**src/rtl/pc_next_sel.sv**
```systemverilog
// Next-PC select and PC register: sequential step or one of NSRC-1 redirect
// targets, with a one-entry redirect buffer across fetch stalls and misalignment trapping.
module pc_next_sel #(
  parameter int          XLEN       = 32,
  parameter int          NSRC       = 4,
  parameter logic [31:0] RESET_PC   = 32'h0000_0000,
  parameter int          STEP       = 4,
  parameter int          ALIGN_BITS = 2,
  localparam int         SELW       = $clog2(NSRC)
) (
  input  logic                 clk,
  input  logic                 rst,
  input  logic                 stall,
  input  logic [NSRC*XLEN-1:0] tgt_vec,
  input  logic [SELW-1:0]      sel,
  output logic [XLEN-1:0]      pc,
  output logic                 pc_valid,
  output logic                 flush,
  output logic                 redirect_pending,
  output logic                 misalign_err,
  output logic [XLEN-1:0]      err_addr
);

  localparam logic [SELW:0] NSRC_W = NSRC[SELW:0];

  typedef struct packed {
    logic            vld;
    logic [XLEN-1:0] tgt;
  } redir_t;

  logic [NSRC-1:0][XLEN-1:0] tgt_arr;
  logic [SELW-1:0]           sel_eff;
  redir_t                    live, pend;
  logic                      live_mis;

  assign tgt_arr = tgt_vec;

  // Indices past the last source (non-power-of-2 NSRC) fall back to sequential.
  assign sel_eff  = ({1'b0, sel} < NSRC_W) ? sel : '0;
  assign live.vld = (sel_eff != '0);
  assign live.tgt = tgt_arr[sel_eff];
  assign live_mis = live.vld && (|live.tgt[ALIGN_BITS-1:0]);

  assign redirect_pending = pend.vld;

  always_ff @(posedge clk) begin
    if (rst) begin
      pc           <= XLEN'(RESET_PC);
      pc_valid     <= 1'b0;
      flush        <= 1'b0;
      misalign_err <= 1'b0;
      err_addr     <= '0;
      pend         <= '0;
    end else begin
      pc_valid     <= 1'b1;
      flush        <= 1'b0;
      misalign_err <= 1'b0;
      if (live_mis) begin
        // Bad target never reaches pc or the buffer; any buffered redirect survives.
        misalign_err <= 1'b1;
        err_addr     <= live.tgt;
      end else if (stall) begin
        if (live.vld) pend <= live;
      end else if (live.vld) begin
        pc       <= live.tgt;
        flush    <= 1'b1;
        pend.vld <= 1'b0;
      end else if (pend.vld) begin
        pc       <= pend.tgt;
        flush    <= 1'b1;
        pend.vld <= 1'b0;
      end else begin
        pc <= pc + XLEN'(STEP);
      end
    end
  end

endmodule

```
**config.mk**
```make
export PLATFORM = sky130hd
export DESIGN_NAME = pc_next_sel
export DESIGN_NICKNAME = d
export VERILOG_FILES = /design/src/rtl/pc_next_sel.sv
export SDC_FILE = /design/constraint.sdc
export NUM_CORES = 1
export LEC_CHECK = 0
export CAP_MARGIN = 0
export CORE_MARGIN = 2
export CORE_UTILIZATION = 30
export CTS_CLUSTER_DIAMETER = 30
export DETAILED_ROUTE_END_ITERATION = 7
export GPL_TIMING_DRIVEN = 0
export SETUP_SLACK_MARGIN = 0.1
export SLEW_MARGIN = 20
export SYNTH_ARGS = -nofsm -noshare
export SYNTH_HDL_FRONTEND = slang
export SYNTH_SLANG_ARGS = --single-unit
```
**constraint.sdc**
```tcl
create_clock -name clk -period 2.9 [get_ports clk]
set_input_delay 0.29 -clock clk [delete_from_list [all_inputs] [get_ports clk]]
set_output_delay 0.29 -clock clk [all_outputs]
set_load 0.05 [all_outputs]
```
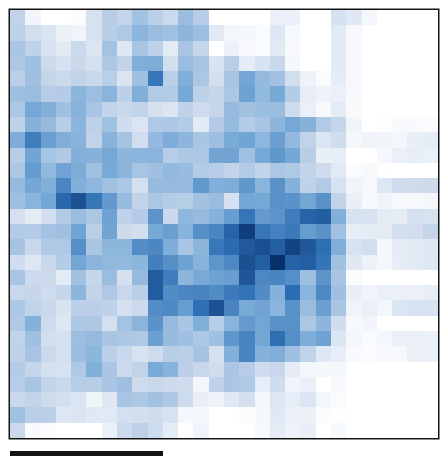
wire_density.png
Bar = 50 um. The die is cut into 28 by 28 equal tiles; white is low, dark blue is high, scaled to the fullest tile. Values are wire area over tile area, all layers added.
emptiest ninth of the die: north-east
nearly empty tiles: 14%
mean over tiles: 0.18
tiles over half the peak: 16%
fullest tile: 0.66

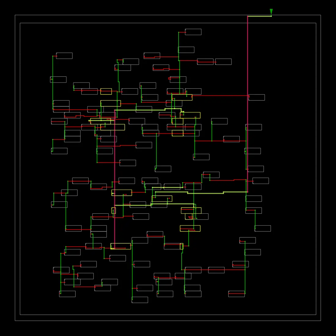
final_clocks.png
CTS Sinks: 100
Num CTS Buffers: 9

==> ci_impl_report.md <==
## Implementation flow summary

| Metric | Value |
|---|---|
| Outcome | `completed` |
| Final min period | `2.685 ns` |
| # clk buffers | `13` |
| Final core occ | `44.99%` |
| Post-Synth Simple-Gate Area | `21.28%` |
| Comb gates | `469` |
| OpenROAD warnings | `26` |
| Power Total | `4.033 mW` |
| Sequential cell power | `1.56 mW` |
| Slew Viols, Final | `0` |
| Number of enable flip-flop cells | `0` |
| Vias in the first global route | `5749` |
| Arrival time worst endpoint | `2.94 ns` |
| Mapped Area | `0.005522 mm^2` |
| Crit. End Element | `flop` |
| Required time worst endpoint | `3.16 ns` |
| Sw Share | `33.15%` |
| Slowest Stage Delay on Critical Path | `0.53 ns` |
| Top-area cell share | `36.26%` |
| Crit-path max FO | `10` |
| Critical Path Source Type | `primary input` |
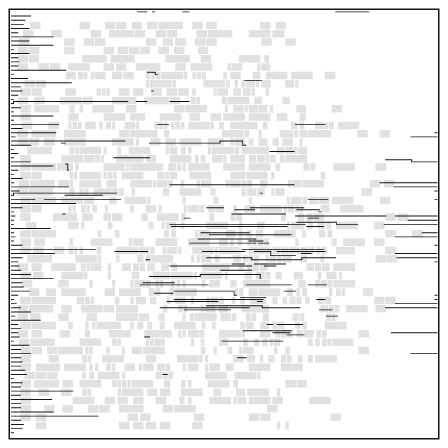
met3.png
Cells faint in the background.
wire length on this layer: 1840 um
main direction: horizontal
nets with wire on the layer: 184
longest straight run: 44.2 um
share of all routed wire: 8.3%
met3 Use GR: 4.508%
wirelength, routed: 22.20 mm
via count: 5811

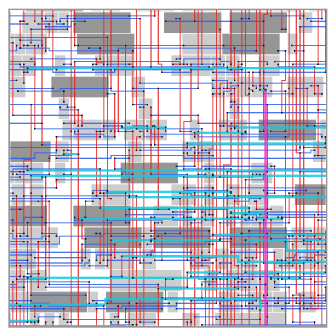
zoom.png
Region (50, 50) to (90, 90) um. Cells in gray, sequential cells in the stronger gray; small squares are vias.
[red] met2
[magenta] met4
[cyan] met3
[blue] met1
sequential cells in the window: 17
most frequent: dfxtp_1 (17), nor2_1 (13)
netlist names of flops here include: pc (8), pend (8)
cells with their middle in the window: 113

-- state kept, by name, indices dropped and copies added (netlist names) --
signal and cells:
err_addr 32, pc 32, pend 32, flush 1, misalign_err 1, pc_valid 1
redirect_pending 1
-- final timing paths --
check	from	end	slack, ns	cells past startpoint
min	rst	pc[22]	0.43	2
max reg2reg	pc[2]	pc[30]	0.38	7
min reg2reg	err_addr[22]	err_addr[22]	0.46	2
max	sel[0]	pc[23]	0.22	9
-- routing by layer --
metal  share of wire (%)  GRT usage (%)
met3                 8.3          4.508
met5                   0              0
met4                 1.3          4.421
met2                  47          38.05
met1                  43          29.97
-- cell families after synthesis --
group | count (synthesis)
AND-OR/OR-AND | 157
XOR/XNOR | 6
adder cells (fa/ha/maj) | 1
buffers and inverters | 57
flip-flops | 100
multiplexers | 65
AND/OR/NAND/NOR | 240
No activity file was given, so power comes from the tool's default toggle rates.
